## src/rtl/unigate_pkg.sv

```systemverilog
// Shared definitions for the unigate block family:
// gate-size select codes, sweep states and sweep geometry.
package unigate_pkg;

   localparam logic [1:0] SEL_U21 = 2'b00;
   localparam logic [1:0] SEL_U31 = 2'b01;
   localparam logic [1:0] SEL_U41 = 2'b10;
   localparam logic [1:0] SEL_U22 = 2'b11;

   typedef enum logic [1:0] {
      IDLE,
      SETTLE,
      SAMPLE,
      DONE
   } state_t;

   typedef struct packed {
      logic [4:0]  count;
      logic [15:0] mask;
   } sweep_cfg_t;

   // Number of input combinations and valid-bit mask for a gate size.
   function automatic sweep_cfg_t sweep_cfg(input logic [1:0] sel);
      sweep_cfg_t cfg;
      unique case (sel)
         SEL_U31: cfg = '{count: 5'd8, mask: 16'h00FF};
         SEL_U41: cfg = '{count: 5'd16, mask: 16'hFFFF};
         default: cfg = '{count: 5'd4, mask: 16'h000F};
      endcase
      return cfg;
   endfunction

endpackage

```

## src/rtl/unigate_truth_sampler.sv

```systemverilog
// Sweeps every input vector into one gate, waits a settle window per vector
// and reconstructs the gate's truth table as a unigate function code.
module unigate_truth_sampler
   import unigate_pkg::*;
#(
   parameter int SETTLE_CYCLES = 4,
   parameter int CNT_W         = 8
) (
   input  logic        wb_clk_i,
   input  logic        wb_rst_i,
   input  logic        start_i,
   input  logic [1:0]  sel_i,
   input  logic [15:0] expect_i,
   output logic [3:0]  probe_o,
   input  logic        gate_i,
   output logic        busy_o,
   output logic        tt_valid_o,
   input  logic        tt_ready_i,
   output logic [15:0] tt_o,
   output logic        match_o
);

   localparam logic [CNT_W-1:0] CNT_LOAD = CNT_W'(SETTLE_CYCLES - 1);

   state_t            state;
   state_t            state_nx;
   logic [CNT_W-1:0]  cnt;
   logic [3:0]        probe;
   logic [15:0]       tt;
   logic [15:0]       exp_q;
   logic [1:0]        sel_q;
   sweep_cfg_t        cfg;
   logic              last;

   assign cfg  = sweep_cfg(sel_q);
   assign last = ({1'b0, probe} == (cfg.count - 5'd1));

   always_ff @(posedge wb_clk_i) begin
      if (wb_rst_i) state <= IDLE;
      else          state <= state_nx;
   end

   always_comb begin
      state_nx = state;
      unique case (state)
         IDLE:   if (start_i)      state_nx = SETTLE;
         SETTLE: if (cnt == '0)    state_nx = SAMPLE;
         SAMPLE: state_nx = last ? DONE : SETTLE;
         DONE:   if (tt_ready_i)   state_nx = IDLE;
      endcase
   end

   // Probe only moves on the SAMPLE exit edge, so it is stable
   // for the whole settle window preceding every sample.
   always_ff @(posedge wb_clk_i) begin
      if (wb_rst_i) begin
         cnt   <= '0;
         probe <= '0;
         tt    <= '0;
         exp_q <= '0;
         sel_q <= SEL_U21;
      end else begin
         unique case (state)
            IDLE: begin
               if (start_i) begin
                  sel_q <= sel_i;
                  exp_q <= expect_i;
                  tt    <= '0;
                  probe <= '0;
                  cnt   <= CNT_LOAD;
               end
            end
            SETTLE: begin
               if (cnt != '0) cnt <= cnt - 1'b1;
            end
            SAMPLE: begin
               tt[probe] <= gate_i;
               if (last) begin
                  probe <= '0;
               end else begin
                  probe <= probe + 4'd1;
                  cnt   <= CNT_LOAD;
               end
            end
            DONE: begin
            end
         endcase
      end
   end

   always_comb begin
      probe_o    = probe;
      tt_o       = tt;
      busy_o     = (state == SETTLE) || (state == SAMPLE);
      tt_valid_o = (state == DONE);
      match_o    = (state == DONE) && (tt == (exp_q & cfg.mask));
   end

endmodule

```

## config.mk

```make
export PLATFORM = sky130hd
export DESIGN_NAME = unigate_truth_sampler
export DESIGN_NICKNAME = d
export VERILOG_FILES = /design/src/rtl/unigate_pkg.sv /design/src/rtl/unigate_truth_sampler.sv
export SDC_FILE = /design/constraint.sdc
export NUM_CORES = 1
export LEC_CHECK = 0
export ABC_AREA = 1
export CAP_MARGIN = 25
export CORE_MARGIN = 2
export CORE_UTILIZATION = 47
export DETAILED_ROUTE_END_ITERATION = 8
export HOLD_SLACK_MARGIN = 0.05
export PLACE_DENSITY = 0.77
export SETUP_SLACK_MARGIN = 0.4
export SYNTH_ARGS = -nofsm -noshare
export SYNTH_HDL_FRONTEND = slang
export SYNTH_SLANG_ARGS = --single-unit
```

## constraint.sdc

```tcl
create_clock -name wb_clk_i -period 1.55 [get_ports wb_clk_i]
set_input_delay 0.31 -clock wb_clk_i [delete_from_list [all_inputs] [get_ports wb_clk_i]]
set_output_delay 0.31 -clock wb_clk_i [all_outputs]
set_load 0.02 [all_outputs]
```

==> impl_metrics.toml <==
# yosys + openroad results
[yosys]
yosysTopAreaCell = "dfxtp_1"
topCombFamilyByArea = "simple AND/OR/NAND/NOR gates"
top_cells_by_area = "dfxtp_1 (37%), nor2_1 (9.9%), nand2_1 (9.7%)"
synth_cell_types = 29

[power_and_ir_drop]
finalPower_mw = 6.94
power_density_nw_per_um2 = 1500

[final_timing]
worst_slack_ns = -0.627
finalSetupViolCount = 50
period_needed_ns = 2.18
fin_hold_ws_ns = 0.499

[drt]
drt_iter0_drc = 311
drt_first_pass_iters = 6
drc = 0
wl_per_cell_um = 20.4

[outcome]
violations = "setup timing"
status = "finished, violations left"

[clock_tree]
clock_sinks = 48
cts_buffer_depth = 2

[global_routing]
grt_pass1_vias = 3233

[layout]
clock_buffer_count = 5
area_delta_synth_final_pct = 79.6
ff_latch_area_um2 = 1010

[floorplan]
io_pins = 46

[hold_path]
hold_class = "flip-flop to flip-flop"

[worst_setup_path]
critPathMaxFanout = 4
worst paths after layout:
check / end / start / slack (ns)
max reg2reg: tt_o[4] / state[0] / -0.35
max: match_o / sel_q[1] / -0.63
min: exp_q[8] / exp_q[8] / 0.50
min reg2reg: exp_q[8] / exp_q[8] / 0.50
Yosys cell counts:
cell type	count
nor2_1	68
nand2_1	67
dfxtp_1	48
inv_1	36
o21ai_0	29
nand3_1	25
a21oi_1	21
ha_1	12
o21ai_1	11
nor3_1	9
inv_2	6
xor2_1	6
clkbuf_1	4
nor2_2	4
o22ai_1	4
xnor2_1	4
a21oi_2	3
buf_2	3
buf_4	2
nand2_2	2
o211a_1	2
o211ai_1	2
o21bai_1	2
a21o_1	1
buf_6	1
nand3_2	1
nand3_4	1
nand4_1	1
o21ai_2	1
cell_classes.png
The bar under the picture is 20 um long. Fill, decap, tap and diode cells in gray.
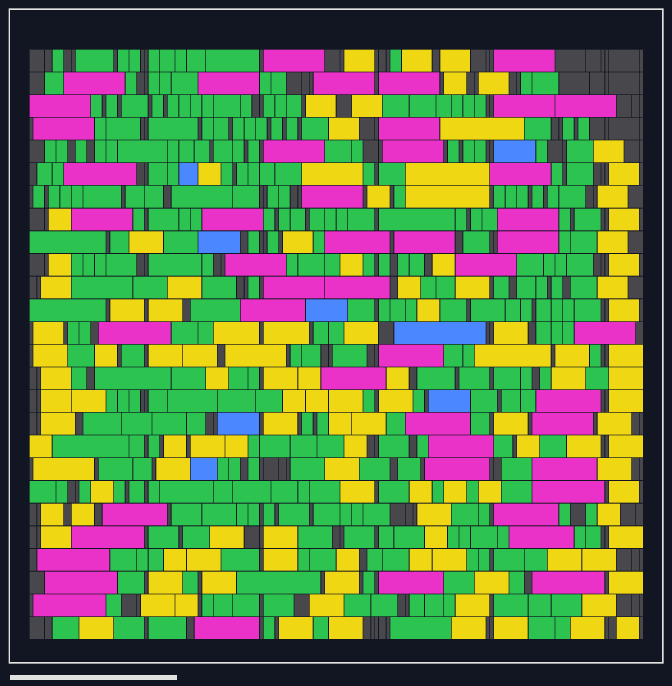
class	color	cells	share of their area
clock drivers and dummy loads	blue	8	2.5%
all other logic	green	319	47%
other buffers and delay cells	yellow	120	28%
flip-flops	magenta	48	22%
sequential share of cell area: 21.8%
FP Rows: 26
fin util: 89.2%

final_placement.png
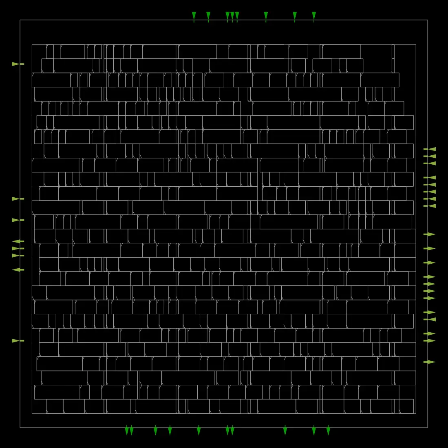
Fill cells: 247
final cell count without fillers: 565
flip-flops: 48
Tap Count: 70
core area: 5200 um2

met2.png
The bar under the picture is 20 um long.
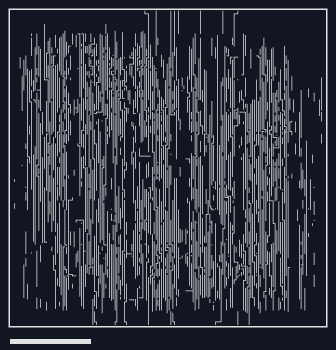
share of all routed wire	49%
longest straight run	43.2 um
main direction	vertical
nets with wire on the layer	471

pdn.png
Pins as bars on the die edge. Tap cells in gray.
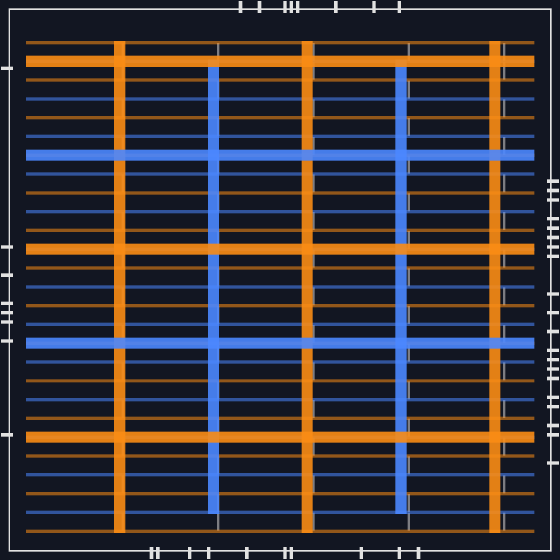
net	color
VSS	orange
VDD	blue
met1 rails	27
rows	26
met4 straps	5
signal pins	46
tap cells	70
die height: 78.1 um
Die Wd: 78.1 um
Max VDD drop: 1.39 mV

clock_map.png
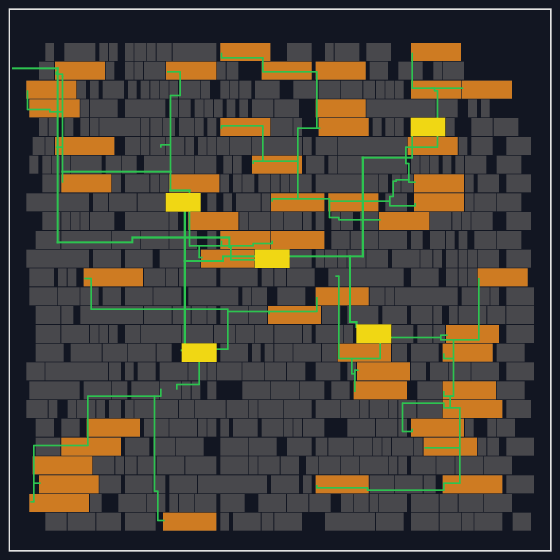
[flip-flops] orange | count: 48
[cells driving clock nets] yellow | count: 5
[clock wires] green | length: 607 um
routed clock nets	6
flops lie	spread over the die
clock-net power: 0.969 mW
Setup Skew: 0.00698 ns
clk_lat worst skew: 0.31 ns
part of the power in the clock network: 14.0%

Power figures rest on the tool's default switching activity, not on a simulated workload.
